--- config.mk ---
export PLATFORM = sky130hd
export DESIGN_NAME = seg7_scan_mux
export DESIGN_NICKNAME = d
export VERILOG_FILES = /design/src/rtl/seg7_scan_mux.sv
export SDC_FILE = /design/constraint.sdc
export NUM_CORES = 1
export LEC_CHECK = 0
export CORE_MARGIN = 2
export CORE_UTILIZATION = 60
export CTS_BUF_LIST = sky130_fd_sc_hd__clkbuf_2
export DETAILED_ROUTE_END_ITERATION = 12
export PLACE_DENSITY = 0.85
export SLEW_MARGIN = 40
export SYNTH_ARGS = -nofsm -noshare
export SYNTH_HDL_FRONTEND = slang
export SYNTH_SLANG_ARGS = --single-unit
--- constraint.sdc ---
create_clock -name i_clk -period 3.8 [get_ports i_clk]
set_input_delay 0.57 -clock i_clk [delete_from_list [all_inputs] [get_ports i_clk]]
set_output_delay 0.57 -clock i_clk [all_outputs]
set_load 0.02 [all_outputs]
--- src/rtl/seg7_scan_mux.sv ---
// -----------------------------------------------------------------------------
// seg7_scan_mux
//   Time-multiplexed driver for an NUM_DIGITS-digit seven-segment display.
//   Packed hex nibbles are captured into a pending register and copied into
//   the active (displayed) register only at frame boundaries, so a frame never
//   tears. Each digit slot starts with BLANK_CYCLES of dead time
//   (anti-ghosting). Optional leading-zero blanking is applied live. A
//   one-cycle frame strobe marks every frame boundary. All outputs are
//   registered: they show the internal state of the previous cycle.
//
//   Optional feature macro: SEG7_SCAN_BRIGHTNESS_PWM_EN
//     defined   -> adds i_brightness[3:0], sampled at each frame boundary.
//                  A free-running 4-bit pwm counter gates the ON phase
//                  (driven while pwm <= brightness: 0 -> 1/16, 15 -> full).
//     undefined -> no brightness port, full duty.
//
// Ports
//   i_clk         clock
//   i_reset       synchronous active-high reset
//   i_value_in    4*NUM_DIGITS hex nibbles, [3:0] = digit 0 (rightmost)
//   i_dp_in       decimal point per digit
//   i_load        capture i_value_in / i_dp_in into the pending registers
//   i_lz_blank    leading-zero blanking enable (live, not latched)
//   i_brightness  4-bit brightness (only with SEG7_SCAN_BRIGHTNESS_PWM_EN)
//   o_seg_out     segments {g,f,e,d,c,b,a}
//   o_dp_out      decimal point of the active digit
//   o_digit_sel   one-hot digit enable
//   o_frame_done  one-cycle pulse after each frame boundary
//   With COMMON_ANODE = 1, o_seg_out / o_dp_out / o_digit_sel are active-low.
// -----------------------------------------------------------------------------
module seg7_scan_mux #(
  parameter int NUM_DIGITS   = 4,
  parameter int SCAN_DIV     = 10_000,
  parameter int BLANK_CYCLES = 16,
  parameter int COMMON_ANODE = 0
) (
  input  logic                    i_clk,
  input  logic                    i_reset,
  input  logic [4*NUM_DIGITS-1:0] i_value_in,
  input  logic [NUM_DIGITS-1:0]   i_dp_in,
  input  logic                    i_load,
  input  logic                    i_lz_blank,
`ifdef SEG7_SCAN_BRIGHTNESS_PWM_EN
  input  logic [3:0]              i_brightness,
`endif
  output logic [6:0]              o_seg_out,
  output logic                    o_dp_out,
  output logic [NUM_DIGITS-1:0]   o_digit_sel,
  output logic                    o_frame_done
);

  localparam int IDX_W = (NUM_DIGITS > 1) ? $clog2(NUM_DIGITS) : 1;
  localparam int CNT_W = (SCAN_DIV > 1) ? $clog2(SCAN_DIV) : 1;
  localparam logic [CNT_W-1:0] CNT_LAST = CNT_W'(SCAN_DIV - 1);
  localparam logic [IDX_W-1:0] IDX_LAST = IDX_W'(NUM_DIGITS - 1);

  // XOR masks turning active-high internal levels into pin polarity.
  localparam logic [6:0]            SEG_INV = (COMMON_ANODE != 0) ? 7'h7F : 7'h00;
  localparam logic                  DP_INV  = (COMMON_ANODE != 0) ? 1'b1 : 1'b0;
  localparam logic [NUM_DIGITS-1:0] SEL_INV = (COMMON_ANODE != 0) ? '1 : '0;

  // Hex nibble to {g,f,e,d,c,b,a}, active-high.
  function automatic logic [6:0] seg7_decode(input logic [3:0] nib);
    logic [6:0] seg;
    case (nib)
      4'h0:    seg = 7'h3F;
      4'h1:    seg = 7'h06;
      4'h2:    seg = 7'h5B;
      4'h3:    seg = 7'h4F;
      4'h4:    seg = 7'h66;
      4'h5:    seg = 7'h6D;
      4'h6:    seg = 7'h7D;
      4'h7:    seg = 7'h07;
      4'h8:    seg = 7'h7F;
      4'h9:    seg = 7'h6F;
      4'hA:    seg = 7'h77;
      4'hB:    seg = 7'h7C;
      4'hC:    seg = 7'h39;
      4'hD:    seg = 7'h5E;
      4'hE:    seg = 7'h79;
      4'hF:    seg = 7'h71;
      default: seg = 7'h00;
    endcase
    return seg;
  endfunction

  logic [CNT_W-1:0]        r_cnt;
  logic [IDX_W-1:0]        r_idx;
  logic [4*NUM_DIGITS-1:0] r_pend_val;
  logic [NUM_DIGITS-1:0]   r_pend_dp;
  logic [4*NUM_DIGITS-1:0] r_act_val;
  logic [NUM_DIGITS-1:0]   r_act_dp;

  logic                  w_slot_end;
  logic                  w_frame_end;
  logic                  w_in_blank;
  logic                  w_pwm_on;
  logic                  w_zero_run;
  logic [NUM_DIGITS-1:0] w_lz_dark;
  logic [3:0]            w_nib;
  logic                  w_dp_bit;
  logic                  w_dark_bit;
  logic [NUM_DIGITS-1:0] w_sel_onehot;
  logic                  w_drive;
  logic [6:0]            w_seg_nxt;
  logic                  w_dp_nxt;
  logic [NUM_DIGITS-1:0] w_sel_nxt;

  assign w_slot_end  = (r_cnt == CNT_LAST);
  assign w_frame_end = w_slot_end && (r_idx == IDX_LAST);

  // Dead time occupies the first BLANK_CYCLES counts of each slot.
  generate
    if (BLANK_CYCLES == 0) begin : g_no_blank
      assign w_in_blank = 1'b0;
    end else begin : g_blank
      localparam logic [CNT_W-1:0] BLANK_LIM = CNT_W'(BLANK_CYCLES);
      assign w_in_blank = (r_cnt < BLANK_LIM);
    end
  endgenerate

`ifdef SEG7_SCAN_BRIGHTNESS_PWM_EN
  logic [3:0] r_pwm;
  logic [3:0] r_bright;

  // Free-running pwm counter and brightness captured at frame boundaries.
  always_ff @(posedge i_clk) begin
    if (i_reset) begin
      r_pwm    <= 4'h0;
      r_bright <= 4'hF;
    end else begin
      r_pwm <= r_pwm + 4'h1;
      if (w_frame_end) begin
        r_bright <= i_brightness;
      end else begin
        r_bright <= r_bright;
      end
    end
  end

  assign w_pwm_on = (r_pwm <= r_bright);
`else
  assign w_pwm_on = 1'b1;
`endif

  // Leading-zero mask: walk down from the top digit while nibbles stay zero.
  always_comb begin
    w_zero_run = i_lz_blank;
    w_lz_dark  = '0;
    for (int k = NUM_DIGITS - 1; k >= 1; k--) begin
      w_zero_run   = w_zero_run && (r_act_val[4*k +: 4] == 4'h0);
      w_lz_dark[k] = w_zero_run;
    end
  end

  // Select nibble, decimal point and blanking flag of the scanned digit.
  always_comb begin
    w_nib        = 4'h0;
    w_dp_bit     = 1'b0;
    w_dark_bit   = 1'b0;
    w_sel_onehot = '0;
    for (int k = 0; k < NUM_DIGITS; k++) begin
      if (r_idx == IDX_W'(k)) begin
        w_nib           = r_act_val[4*k +: 4];
        w_dp_bit        = r_act_dp[k];
        w_dark_bit      = w_lz_dark[k];
        w_sel_onehot[k] = 1'b1;
      end else begin
        w_sel_onehot[k] = 1'b0;
      end
    end
  end

  // Next pin levels; everything inactive unless the digit is really driven.
  always_comb begin
    w_drive = !w_in_blank && !w_dark_bit && w_pwm_on;
    if (w_drive) begin
      w_seg_nxt = seg7_decode(w_nib) ^ SEG_INV;
      w_dp_nxt  = w_dp_bit ^ DP_INV;
      w_sel_nxt = w_sel_onehot ^ SEL_INV;
    end else begin
      w_seg_nxt = SEG_INV;
      w_dp_nxt  = DP_INV;
      w_sel_nxt = SEL_INV;
    end
  end

  // Scan timing, pending/active value registers and registered outputs.
  always_ff @(posedge i_clk) begin
    if (i_reset) begin
      r_cnt        <= '0;
      r_idx        <= '0;
      r_pend_val   <= '0;
      r_pend_dp    <= '0;
      r_act_val    <= '0;
      r_act_dp     <= '0;
      o_seg_out    <= SEG_INV;
      o_dp_out     <= DP_INV;
      o_digit_sel  <= SEL_INV;
      o_frame_done <= 1'b0;
    end else begin
      if (w_slot_end) begin
        r_cnt <= '0;
      end else begin
        r_cnt <= r_cnt + CNT_W'(1);
      end

      if (w_frame_end) begin
        r_idx <= '0;
      end else if (w_slot_end) begin
        r_idx <= r_idx + IDX_W'(1);
      end else begin
        r_idx <= r_idx;
      end

      if (i_load) begin
        r_pend_val <= i_value_in;
        r_pend_dp  <= i_dp_in;
      end else begin
        r_pend_val <= r_pend_val;
        r_pend_dp  <= r_pend_dp;
      end

      // A load on the boundary cycle bypasses pending straight to active.
      if (w_frame_end) begin
        r_act_val <= i_load ? i_value_in : r_pend_val;
        r_act_dp  <= i_load ? i_dp_in    : r_pend_dp;
      end else begin
        r_act_val <= r_act_val;
        r_act_dp  <= r_act_dp;
      end

      o_seg_out    <= w_seg_nxt;
      o_dp_out     <= w_dp_nxt;
      o_digit_sel  <= w_sel_nxt;
      o_frame_done <= w_frame_end;
    end
  end

endmodule

==> results.tsv, run 1 <==
stage	metric	value	unit
status	status	finished, final reports clean	
clocking	clock_path_buffers	2	
logic_synthesis	synthCells	333	
logic_synthesis	syn_nets	369	
cells_and_area	seq-cell-share	39.1	%
timing	tightest_slew	725	ps
logic_synthesis	ys_warn_count	0	
placed_design	dpl.cell_count	421	
clocking	cts_sinks	69	
global_route	grt_first_pass_wirelength	9420	um
worst_setup_path	critPathKind	reg -> reg	
placed_design	dp_hpwl	3910	um
clocking	cts.clk_slew.worst_paths	190	ps
clocking	cts_buffers	9	
clocking	clk_latency	480	ps
die	die_w	75.4	um
pwr	total_leakage_power	1.37	nW
worst_setup_path	cp_cell_sequence	inv_1 -> ha_1 -> nand3b_1 -> a221oi_1 -> inv_1 -> ha_1 -> or3_1 -> a21oi_1	
die	num_io_pins	37	
timing	fmax	373	MHz
min_path	hold_depth	1	
timing	clock_skew	29.1	ps
pwr	peakVddDrop	0.232	mV
worst_setup_path	critPathCaptureType	register	
die	fp_util	63.5	%
timing	rsz0062_at_grt	no	
timing	finalCritPeriodShare	70.6	%
job	maxCapViolCount	0	
cells_and_area	instances_no_fill	438	
placed_design	port_buffers	36	
cells_and_area	regArea	1380	um^2
logic_synthesis	yosys_area	3060	um^2
global_route	grt_pass1_vias	2310	
logic_synthesis	top_cells_by_count	69 x dfxtp_1, 50 x nor2_1, 34 x nand2_1	
cells_and_area	layout.area.comb	1530	um^2
clocking	tritoncts	built	
cells_and_area	drive_gt1_share	11.6	%
die	rows	25	
worst_setup_path	required	4230	ps
cells_and_area	comb_area_share	43.3	%
worst_setup_path	cpMaxStageDelayCell	a221oi_1	
cells_and_area	clkbuf_count	9	
timing	setup_viol	0	
logic_synthesis	edf_count	0	
drt	drtIter0Drc	181	
logic_synthesis	yosys.cell_types.count	39	
cells_and_area	diodes	0	
cells_and_area	logic_gates	234	
clocking	root_buffer	clkbuf_2	
cells_and_area	nFillCells	399	
pwr	p_per_area	343	nW/um^2
cells_and_area	nets	402	
min_path	hp-class	reg -> reg	
drt	wl	5440	um
clocking	cts_resized	0	
global_route	antenna_found_initial	0	
die	taps	67	
logic_synthesis	area_leaders	dfxtp_1 45%, mux2i_1 6.5%, nor2_1 6.1%	
drt	post_drt_wl_per_cell	12.4	um
timing	drv_slew	0	
drt	ant_nets	0	
clocking	hold_buffers	0	
worst_setup_path	worstSetupStartpointType	register	
drt	vias	2316	
die	die_area	5690	um^2
job	warnings	35	
worst_setup_path	cp.depth	8	
timing	period_minus_slack	2680	ps
cells_and_area	dominant_cells	multi-input combinational cells	
cells_and_area	layout_top_cells	69 x dfxtp_1, 50 x nor2_1, 36 x clkdlybuf4s50_1	
worst_setup_path	crit_fanout	12	
worst_setup_path	path_buffers	2	
placed_design	gp_congestion	0.843	
timing	finalHoldViolCount	0	
cells_and_area	bufAreaShareNonClock	10.8	%
cells_and_area	area_delta_synth_final	15.6	%
logic_synthesis	ys.flop_type	dfxtp_1	
logic_synthesis	synthesis.area	3060	um^2
cells_and_area	num-nonclk-buffers	39	
global_route	grt_overflow	0	
drt	drtPass1Iterations	4	
global_route	grt_max_degree	47	
global_route	grt_usage	21.7	%
worst_setup_path	worstRegToRegCells	8	
die	die_h	75.4	um
cells_and_area	clock_area_share	3.15	%
drt	drc	0	
die	core_area	4820	um^2
timing	maxSlewHeadroom	51.7	%
cells_and_area	flop-count	69	
logic_synthesis	yosys.area.top_type_share	45.1	%
logic_synthesis	yosysTopAreaCell	dfxtp_1	
logic_synthesis	ys_cells	333	
logic_synthesis	synthArstFlopShare	0	%
clocking	postCtsSetupBuffers	0	
cells_and_area	num-nonclk-inverters	13	
logic_synthesis	yosysSeqAreaShare	45.1	%
worst_setup_path	path_delay_family	AND-OR/OR-AND gates	
logic_synthesis	top_cell	dfxtp_1	
logic_synthesis	syn_area_per_cell	9.19	um^2
cells_and_area	final_common_cell	dfxtp_1	
drt	vias_per_cell	5.29	
worst_setup_path	arrival	3110	ps
clocking	h-tree-depth	3	
timing	fin_tns_setup	0	ps
worst_setup_path	slowest_delay	640	ps
logic_synthesis	ys.flops	69	
## run 1: path summary, 6_finish.rpt
kind,from,end,slack (ps)
max reg2reg,r_idx[1],o_seg_out[0],1120
max,r_idx[1],o_seg_out[0],1120
min reg2reg,r_cnt[0],r_cnt[0],490
min,r_cnt[0],r_cnt[0],490
## run 1: through the flow
step / setup slack [ps] / utilization [%] / hold WS, ps / power [W] / instance area [um^2]
floorplan: 1410 / - / 430 / 0.000798 / 3060
global placement: 1280 / 71.0 / 441 / 0.000828 / 3420
detailed placement: 1150 / 71.0 / 459 / 0.000830 / 3420
CTS: 1120 / 73.3 / 497 / 0.00123 / 3530
global route: 916 / 73.4 / 517 / 0.00127 / 3540
finish: 1120 / 73.4 / 492 / 0.00121 / 3540
## run 1: cells by family (layout without fill, tap and decap cells)
group / after synthesis / count (layout) / synth area share (%)
adder cells (fa/ha/maj): 12 / 12 / 4.91
XOR/XNOR: 12 / 12 / 3.43
multiplexers: 20 / 20 / 6.54
AND/OR/NAND/NOR: 141 / 141 / 22.5
AND-OR/OR-AND: 49 / 49 / 12.6
buffers and inverters: 30 / 68 / 4.91
flip-flops: 69 / 69 / 45.1
## run 1: metal layers
metal  up-vias  track usage, %  part of all wire (%)  wire [um]
li1       1205               -                     -          -
met1      1062            23.9                    45       2430
met2        39            38.8                    50       2740
met3        10            4.89                   3.3        181
met4         0            11.3                   1.6         89
met5         -               0                     0          0
## run 1: power by group
group / switching [W] / internal (W)
Combinational: 0.0000290 / 0.0000403
Sequential: 0.00000557 / 0.000739
Clock: 0.000250 / 0.000148
## run 1: sequential cells by signal, summed over array words and instances (netlist names)
name          cells
r_pend_val       16
o_dp_out          1
o_frame_done      1
r_act_val        16
r_pend_dp         4
o_digit_sel       4
r_cnt            14
r_act_dp          4
o_seg_out         7
r_idx             2
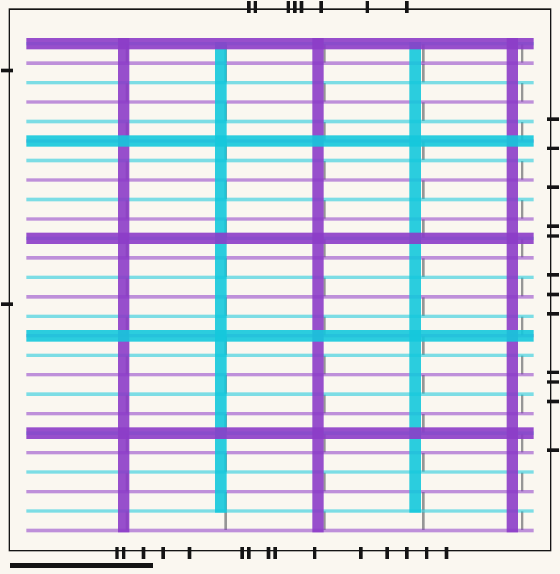
*Floorplan with the power grid, run 1*
The bar under the picture is 20 um long. Pins as bars on the die edge. Tap cells in grey.
| net | colour |
|---|---|
| VSS | purple |
| VDD | cyan |
met1 rails: 26
rows: 25
signal pins: 37

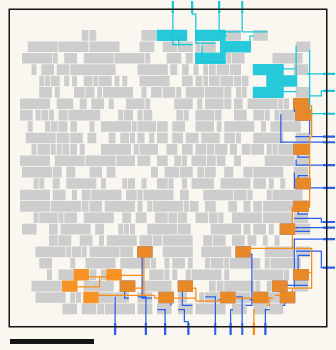
*I/O nets highlighted, run 1*
The bar under the picture is 20 um long.
| port | colour | bits | direction | edge | end cells | buffers | wire |
|---|---|---|---|---|---|---|---|
| i_load | orange | 1 | input | bottom | 20 | 2 | 168 um |
| o_seg_out | cyan | 7 | output | 4 top, 3 right | 7 | 7 | 105 um |
| i_value_in | blue | 16 | input | 8 bottom, 8 right | 16 | 16 | 231 um |

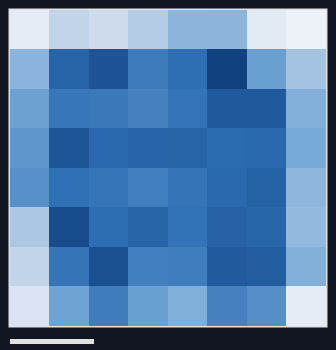
*Placement density heat map, run 1*
The bar under the picture is 20 um long. 8 x 8 tiles, from white (low) to dark blue (high), 0 to 100% covered.
mean over tiles: 61%
tiles over 75% full: 34%
fullest tile: 93%

==> run 2: changes to the inputs <==
Settings changed: CORE_UTILIZATION 60 to 52, PLACE_DENSITY 0.85 to 0.78.
Clock period 3.8 ns to 2.4 ns, I/O delays scaled along.
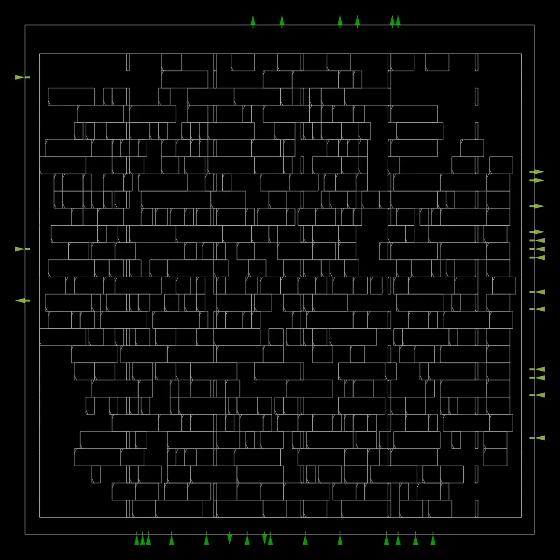
*Placed standard cells, run 2*
Finished Layout Cells: 447
flop share of the area: 38.3%
Tap Cells: 72
row count: 27
Flops: 69

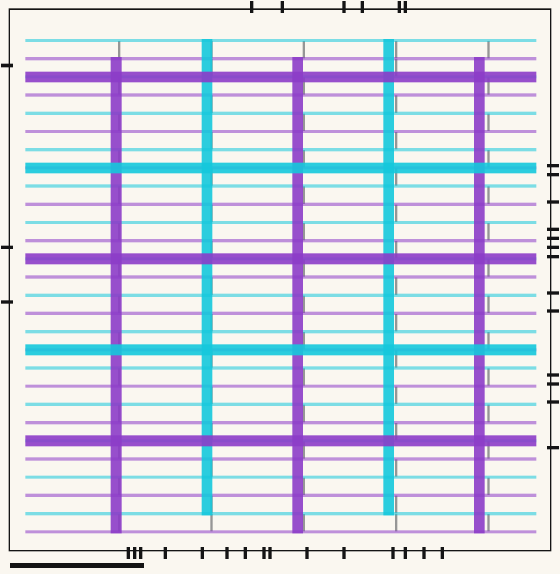
*Floorplan with the power grid, run 2*
The bar under the picture is 20 um long. Pins as bars on the die edge. Tap cells in grey.
core area: 5610 um^2
maximum vdd drop: 0.348 mV
Die Height: 80.7 um
die extent in x: 80.7 um

==> results.tsv, run 2 <==
stage	metric	value	unit
worst_setup_path	cpMaxStageDelayCell	or3_1	
cells_and_area	drive_gt1_share	12.8	%
pwr	p_per_area	528	nW/um^2
global_route	grt_max_degree	46	
job	warnings	35	
worst_setup_path	arrival	2600	ps
drt	post_drt_wl_per_cell	12.6	um
logic_synthesis	yosysTopAreaCell	dfxtp_1	
global_route	grt_pass1_vias	2269	
logic_synthesis	synthesis.area	3060	um^2
clocking	cts.clk_slew.worst_paths	180	ps
logic_synthesis	top_logic_kind	simple AND/OR/NAND/NOR gates	
logic_synthesis	yosysSeqAreaShare	45.1	%
cells_and_area	num-nonclk-inverters	13	
logic_synthesis	top_cell	dfxtp_1	
logic_synthesis	synthAoiAreaFrac	12.6	%
worst_setup_path	critPathKind	reg -> reg	
timing	finalHoldViolCount	0	
timing	drv_slew	0	
min_path	hold_end	r_pend_val[9]	
logic_synthesis	edf_count	0	
timing	fmax	454	MHz
timing	setup_viol	0	
drt	wl	5630	um
timing	period_minus_slack	2200	ps
timing	clock_skew	21.6	ps
cells_and_area	logic_gates	234	
worst_setup_path	slowest_delay	550	ps
logic_synthesis	ys.flops	69	
cells_and_area	clock_area_share	2.88	%
min_path	min_from	i_value_in[9]	
drt	ant_nets	0	
clocking	hold_buffers	0	
pwr	total_power	0.00190	W
clocking	cts_sinks	69	
logic_synthesis	yosys_area	3060	um^2
placed_design	gp_congestion	0.880	
pwr	total_leakage_power	1.39	nW
worst_setup_path	required	2800	ps
logic_synthesis	ys.flop_type	dfxtp_1	
logic_synthesis	synthCells	333	
clocking	cts_buffers	9	
logic_synthesis	syn_nets	369	
clocking	tritoncts	built	
global_route	grt_usage	19.3	%
timing	fin_tns_setup	0	ps
logic_synthesis	synth-adder-area-share	4.91	%
drt	drtPass1Iterations	4	
worst_setup_path	crit_end	o_seg_out[1]	
worst_setup_path	worstSetupStartpointType	register	
timing	rsz0062_at_grt	no	
global_route	grt_overflow	0	
logic_synthesis	ys_sh_xor	3.43	%
cells_and_area	dominant_cells	multi-input combinational cells	
worst_setup_path	critPathCaptureType	register	
worst_setup_path	cp_cell_sequence	inv_1 -> ha_1 -> nor2_1 -> a21oi_1 -> or3_1 -> a221oi_1	
placed_design	dp_hpwl	4060	um
logic_synthesis	syn_area_per_cell	9.19	um^2
cells_and_area	num-nonclk-buffers	43	
clocking	clock_path_buffers	2	
cells_and_area	area_delta_synth_final	17.8	%
logic_synthesis	yosys.area.top_type_share	45.1	%
min_path	hp-class	in -> reg	
worst_setup_path	worstSetupStartpoint	r_idx[0]	
global_route	grt_first_pass_wirelength	9560	um
worst_setup_path	r2r-start	r_idx[0]	
cells_and_area	regArea	1380	um^2
status	status	finished, final reports clean	
logic_synthesis	yosys.cell_types.count	39	
cells_and_area	comb_area_share	42.8	%
clocking	h-tree-depth	3	
global_route	antenna_found_initial	0	
logic_synthesis	ys_cells	333	
cells_and_area	final_common_cell	dfxtp_1	
die	fp_util	54.6	%
logic_synthesis	ys_warn_count	0	
clocking	root_buffer	clkbuf_2	
timing	maxSlewHeadroom	63.9	%
cells_and_area	nets	406	
die	die_area	6510	um^2
worst_setup_path	crit_fanout	12	
cells_and_area	bufAreaShareNonClock	12.1	%
logic_synthesis	top_cells_by_count	69 x dfxtp_1, 50 x nor2_1, 34 x nand2_1	
timing	tightest_slew	538	ps
cells_and_area	layout_top_cells	69 x dfxtp_1, 50 x nor2_1, 36 x clkdlybuf4s50_1	
clocking	postCtsSetupBuffers	0	
logic_synthesis	synthArstFlopShare	0	%
drt	drtIter0Drc	139	
clocking	clk_latency	490	ps
cells_and_area	diodes	0	
logic_synthesis	area_leaders	dfxtp_1 45%, mux2i_1 6.5%, nor2_1 6.1%	
worst_setup_path	worstRegToRegCells	6	
cells_and_area	nFillCells	473	
job	maxCapViolCount	0	
logic_synthesis	mux_share	6.54	%
min_path	hold_depth	3	
cells_and_area	clkbuf_count	10	
cells_and_area	layout.area.comb	1540	um^2
worst_setup_path	r2r_slack	200	ps
worst_setup_path	r2r_end	o_seg_out[1]	
cells_and_area	top_regs	r_act_val (16), r_pend_val (16), r_cnt (14)	
drt	drc	0	
drt	vias_per_cell	5.21	
logic_synthesis	simple_gate_share	22.5	%
timing	finalCritPeriodShare	91.7	%
drt	vias	2327	
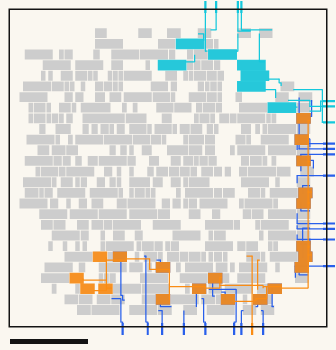
*I/O nets highlighted, run 2*
The bar under the picture is 20 um long.
Ports: 37
I/O Buffers: 36

[run 2: worst max-delay path: cells and delay by family, from the launching register on]
kind	cells	cell delay (ps)
compound gates	2	430
fa+ha+maj	1	290
buf+inv	1	100
flops	1	430
simple gates	2	860
[run 2: cell families (layout without fill, tap and decap cells)]
family                   Yosys count  in the layout
buffers and inverters             30             72
AND-OR/OR-AND                     49             49
flip-flops                        69             69
AND/OR/NAND/NOR                  141            141
adder cells (fa/ha/maj)           12             12
XOR/XNOR                          12             12
multiplexers                      20             20
[run 2: timing repair]
| item | 4_1_cts | 5_1_grt |
|---|---|---|
| endpoints found under the setup margin | 0 | 1 |
| resized | 0 | 4 |
| hold endpoints to repair | 0 | 0 |
[run 2: report_power, final]
part / internal, W / switching, W
registers: 0.00117 / 0.00000842
logic: 0.0000636 / 0.0000454
clock network: 0.000233 / 0.000382
total: 0.00147 / 0.000436
[run 2: through the flow]
stage / cell area (um^2) / std cells / hold WS, ps / util (%) / setup WS, ps
after floorplan: 3060 / 333 / 430 / - / 9.37
after global placement: 3490 / 431 / 442 / 62.2 / 231
after detailed placement: 3490 / 431 / 454 / 62.2 / 154
after CTS: 3590 / 447 / 447 / 64.1 / 99.3
after global routing: 3600 / 447 / 434 / 64.3 / 22.8
final: 3600 / 447 / 484 / 64.3 / 198
[run 2: per-layer routing]
metal | GRT usage [%] | wire length (um) | vias to the layer above
li1 | - | - | 1209
met1 | 21.0 | 2560 | 1064
met2 | 33.9 | 2700 | 44
met3 | 6.85 | 247 | 10
met4 | 8.31 | 126 | 0
met5 | 0 | 0 | -
Power figures rest on the tool's default switching activity, not on a simulated workload.
